Design instr_sequencer, sky130hd; sources not shown.
run_1/placed.png
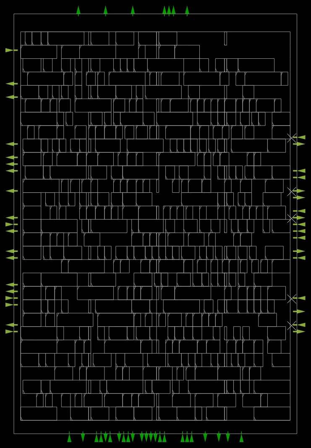
post-layout instance count excluding filler cells: 486
end-of-flow core utilization: 0.7267

run_1/m2.png
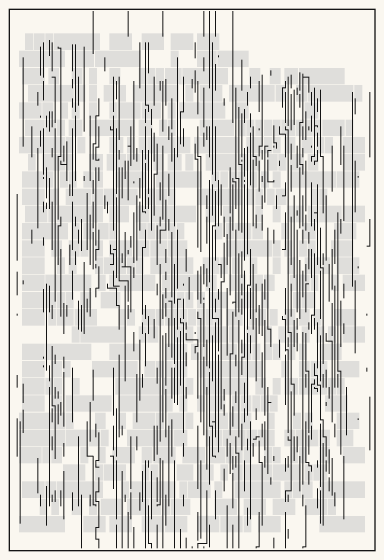
main direction	vertical
nets with wire on the layer	384
share of all routed wire	53%
wire length on this layer	3320 µm
Via Count: 2579
total detailed-routing wirelength: 6.240 mm
met2 capacity usage during global routing: 0.5074

run_1/port_trees.png
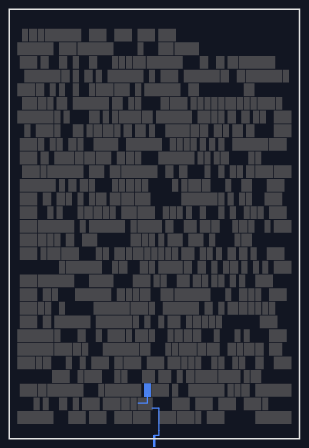
port	color	bits	direction	end cells	buffers	wire
reg_we	blue	1	output	1	1	11.4 µm
I/O Pins: 66
I/O Buffers: 65

run_1/class_map.png
Fill, decap, tap and diode cells in gray.
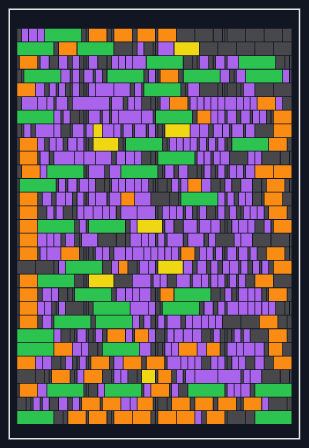
class	color	cells
registers	green	38
remaining logic cells	purple	320
remaining buffers and delay cells	orange	74
clock drivers and dummy loads	yellow	8
total core area: 0.004318 mm²
sequential portion of the cell area: 0.2424
number of cell rows: 29
Final Instance Area: 0.003138 mm²

==> run notes, run 1 <==
Implementation status.

- The tally of nets with antenna violations remaining after routing is 0.
- The detailed router put a total of 2.492 mm of wire on met1.
- The accumulated negative setup slack is 0 ps.
- Headroom to the max-slew limit came out at 0.7812.
- For this run, the post-layout net count is 469.
- The warning count from the yosys run is 0.
- The run finished, with violations left.
- Setup slack on the worst reg-to-reg path comes out at 850 ps.
- The post-DP HPWL is 4.789 mm.
- The met3 layer wire length in the routed design is 292 µm.
- The register with the most flip-flops in the layout has 16 of them.
- The area figure in the yosys stat output is 0.002310 mm².
- The number of filler cells placed in the layout is 385.
- The final timing summary puts the cycle share of the worst path at 0.9568.
- Each instance of the synthesized netlist takes up on average 6.328 µm².
- Looking at the VDD voltage map, the peak drop is 0.3322 mV.
- The class of the tightest hold or removal check is reg2reg.
- The residual DRC count is 5.
- The max capacitance violation total is 0.
- The final reports fail on design-rule violations.
- The highest signal layer in the routed design is met4.
- The type of destination of the critical path is a primary output.
- The final hold violation count is 0.
- The worst setup path is launched from an input pin.
- Per the TritonCTS log, the buffer count is 5.
- The share of synthesized area in the top cell type comes to 0.3294.
- The initial antenna violation count is 0.
- The total nets after synthesis is 395.
- Per the layout area report, the combinational gate area comes to 0.001340 mm².
- The smallest clock period supported by the final layout is computed as 2966 ps.
- Looking at the clock tree report, the H-tree level count equals 2.
- The die area is 0.004901 mm².
- The tool warning count for the run is 27.
- Clock tree synthesis selected as its root buffer the cell sky130_fd_sc_hd__clkbuf_8.
- The floorplan step records an initial core utilization of 0.5349.
- The violation tally recorded at the end of detailed-routing iteration 0 is 143.
- The fraction of final layout cells sized beyond drive strength 1 is 0.09773.
- The source-to-sink clock delay at the later pin of the worst-skew pair is 290 ps.
- In this run the worst path has a maximum fanout of 1.
-- run 1: per-stage QoR --
| step | setup slack [ps] | std cells | area, µm² | hold WS (ps) |
|---|---|---|---|---|
| after detailed placement | -308.5 | 478 | 3049 | 254.1 |
| final | 134.0 | 486 | 3138 | 267.8 |
| after floorplan | 674.0 | 365 | 2310 | 341.9 |
| after global placement | -308.8 | 478 | 3049 | 251.1 |
| after CTS | 32.58 | 486 | 3144 | 266.5 |
| after global routing | 15.86 | 486 | 3138 | 287.6 |
-- run 1: cell usage after synthesis (all sizes together) --
cell / instances
a211oi: 5
a21oi: 26
a221oi: 2
a31oi: 6
and2: 3
and3: 1
buf: 3
clkbuf: 4
clkinv: 2
dfxtp: 38
ha: 3
inv: 44
nand2: 110
nand3: 29
nand4: 3
nor2: 48
nor3: 5
nor3b: 1
nor4: 4
o21ai: 20
o22ai: 1
or2: 2
xnor2: 1
xor2: 4
-- run 1: final cells by class --
cell class / count / share of cell area
Inverter: 46 / 0.05502
Sequential cell: 38 / 0.2424
Clock inverter: 2 / 0.003987
Clock buffer: 6 / 0.02632
Timing Repair Buffer: 74 / 0.2269
Multi-Input combinational cell: 274 / 0.4270
Tap cell: 46 / 0.01834
-- run 1: where the power goes --
| part | internal [mW] | leakage (nW) | switching (mW) |
|---|---|---|---|
| combinational | 0.141 | 0.871 | 0.184 |
| sequential | 0.515 | 0.309 | 0.0319 |
| clock | 0.179 | 0.0472 | 0.184 |
-- run 1: worst max-delay path: stages --
cell and delay (ps):
sky130_fd_sc_hd__clkdlybuf4s50_1 450, sky130_fd_sc_hd__inv_1 40, sky130_fd_sc_hd__nor2_1 80, sky130_fd_sc_hd__dlygate4sd2_1 330
-- run 1: layer usage --
metal,vias up,GRT usage
met3,12,0.03811
met1,1163,0.2942
li1,1328,-
met2,76,0.5074
met5,-,0
met4,0,0.1264
-- run 1: kinds of logic after synthesis --
kind of cell	count (synthesis)	share of synthesized area
and+or+nand+nor	206	0.3976
AOI/OAI and AO/OA	60	0.1474
buffers and inverters	53	0.09047
DFF	38	0.3294
xor gates and xnor gates	5	0.01896
adders and majority gates	3	0.01625
-- run 1: what timing repair did --
item | CTS | global route
setup buffers | 0 | 0
setup endpoints to repair | 2 | 1
pin swaps | 0 | 0
gates resized | 4 | 1
==> run 1 -> run 2 <==
--- a/config.mk
+++ b/config.mk
@@ -8,6 +8,7 @@
 export ABC_AREA = 1
 export CAP_MARGIN = 5
 export CORE_ASPECT_RATIO = 1.5
+export CORE_MARGIN = 5
 export CORE_UTILIZATION = 50
 export CTS_CLUSTER_SIZE = 24
 export DETAILED_ROUTE_END_ITERATION = 8
run_2/m2.png
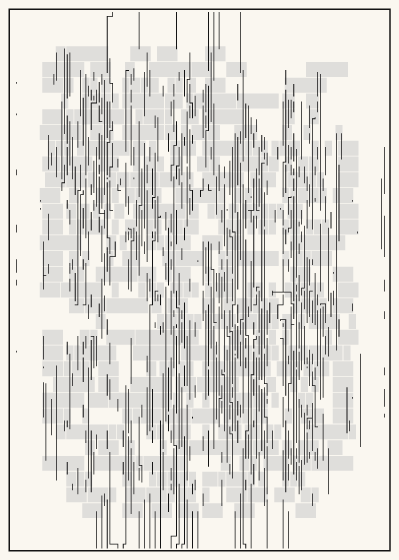
share of all routed wire	52%
main direction	vertical
nets with wire on the layer	399
longest straight run	37.4 µm
wire length on this layer	3310 µm
Via Count: 2599
total detailed-routing wirelength: 6.378 mm
met2 capacity usage during global routing: 0.4260

run_2/port_trees.png
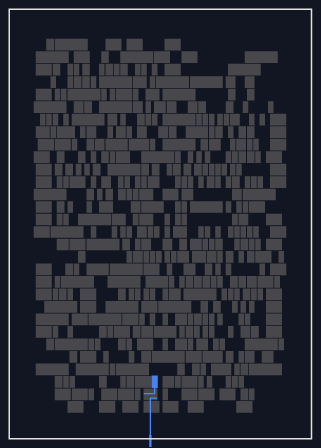
port	color	bits	direction	end cells	buffers	wire
reg_we	blue	1	output	1	1	13.7 µm

run_2/m3.png
Scale bar: 20 µm.
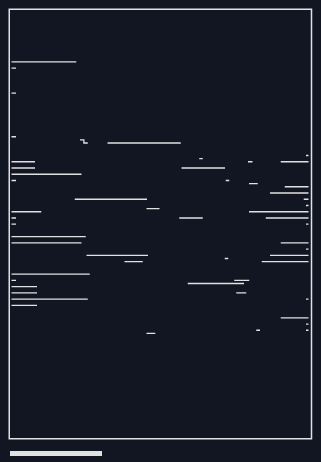
wire length on this layer	289 µm
share of all routed wire	4.5%
longest straight run	16.8 µm
main direction	horizontal
nets with wire on the layer	46
met3 Usage GRT: 0.04447

==> run 2 against run 1 <==
Combinational power hardly changed. The run now ends clean. Setup slack worse by 14 ps. Fmax down 0.46%.
==> run notes, run 2 <==
Implementation status.

- The class of the tightest hold or removal check is reg2reg.
- The I/O pin total is 66.
- The number of buffer cells added on primary ports is 65.
- The commonest cells after synthesis are 105 x sky130_fd_sc_hd__nand2_1, 44 x sky130_fd_sc_hd__nor2_1, 38 x sky130_fd_sc_hd__dfxtp_1, 37 x sky130_fd_sc_hd__inv_1, 25 x sky130_fd_sc_hd__nand3_1.
- The buffering stage count on the worst path with inverters included is 3.
- The initial antenna violation count is 0.
- The library cell contributing the largest single delay on the critical path is sky130_fd_sc_hd__clkdlybuf4s50_1.
- The most frequent cell after synthesis is sky130_fd_sc_hd__nand2_1.
- The layout net count is 469.
- The die area is 0.006107 mm².
- The number of synthesized flops with an enable pin is 0.
- The share of synthesized area in the top cell type comes to 0.3294.
- The warning count from the yosys run is 0.
- The worst slack after detailed placement is -302.7 ps.
- For this block, the initial DRC count from the detailed router was 123.
- The source-to-sink clock delay at the later pin of the worst-skew pair is 290 ps.
- Setup slack on the critical path of the routed design comes to 120.4 ps.
- STA classifies the critical path endpoint as a primary output.
- The flow ran to the end, and the final reports show no timing, DRC or antenna violations.
- The final hold violation count is 0.
- The final report lists a non-filler cell total of 488.
- The ratio of final minimum period to clock period is 0.9612.
- VDD sags by at most 0.3298 mV.
- The count of warning messages emitted by the tools is 27.
- The H-tree depth is 2.
- The number of buffers inserted during clock tree synthesis is 5.
- The area figure in the yosys stat output is 0.002310 mm².
- Per STA, the highest per-stage delay on the worst path measures 620 ps.
- The number of placed instances with taps included is 480.
- In this run the mean area of a mapped cell was 6.328 µm².
- The initial standard-cell utilization of the core is 0.5128.
- The proportion of synthesized flip-flops having asynchronous set or reset is 0.
- The core region area is 0.004504 mm².
- The smallest clock period supported by the final layout is computed as 2980 ps.
- The total of cells resized after clock tree synthesis is 4.
- The cell chosen for the clock root is sky130_fd_sc_hd__clkbuf_8.
- Per the timing report, the biggest fanout along the worst path comes to 5.
- Once layout is complete, the utilization of the core stands at 0.6964.
- After routing the design area is 0.003137 mm².
- The worst reg-to-reg setup slack is 800 ps.
- Once detailed placement completed, the half-perimeter wirelength came to 4.966 mm.
- The row count is 30.
- STA classifies the critical path startpoint as a register.
- In the final layout, the share of cells above drive strength 1 is 0.09545.
-- run 2: cell counts after synthesis --
Identical to the previous run, type by type.
-- run 2: area by class of cell --
cell class	instances	area, µm²
clock buffer	7	86.33
inverter	46	172.7
clock inverter	1	5.005
fill	412	1368
multi-input combinational	274	1340
sequential	38	760.7
timing repair buffer	74	711.9
tap	48	60.06
-- run 2: routing by layer --
layer  up-vias  global-route usage  share of wire
met3        14             0.04447          0.045
met4         0             0.08304          0.025
met5         -                   0              0
met2        59              0.4260           0.52
met1      1191              0.2215           0.41
li1       1335                   -              -
-- run 2: cell families after synthesis --
group / share of synthesized area
adders and majority gates: 0.01625
DFF: 0.3294
and+or+nand+nor: 0.3976
xor gates and xnor gates: 0.01896
buffers and inverters: 0.09047
AOI/OAI and AO/OA: 0.1474
-- run 2: worst reg2reg max path, stage by stage (launching register included) --
cell                      delay (ps)
sky130_fd_sc_hd__dfxtp_1         430
sky130_fd_sc_hd__ha_1            200
sky130_fd_sc_hd__nand2_1         100
sky130_fd_sc_hd__nor3_2          180
sky130_fd_sc_hd__inv_2            90
sky130_fd_sc_hd__nor2_1           90
sky130_fd_sc_hd__nand4_1         100
sky130_fd_sc_hd__nand2_2         300
sky130_fd_sc_hd__inv_2           140
sky130_fd_sc_hd__nand2_2         110
sky130_fd_sc_hd__nor2_1           60
sky130_fd_sc_hd__o21ai_1         130
sky130_fd_sc_hd__a21oi_1          50
-- run 2: power by group --
group | internal, mW | leakage, nW | switching [mW]
logic | 0.141 | 0.871 | 0.185
clock network | 0.180 | 0.0482 | 0.174
registers | 0.515 | 0.309 | 0.0313
Power figures rest on the tool's default switching activity, not on a simulated workload.
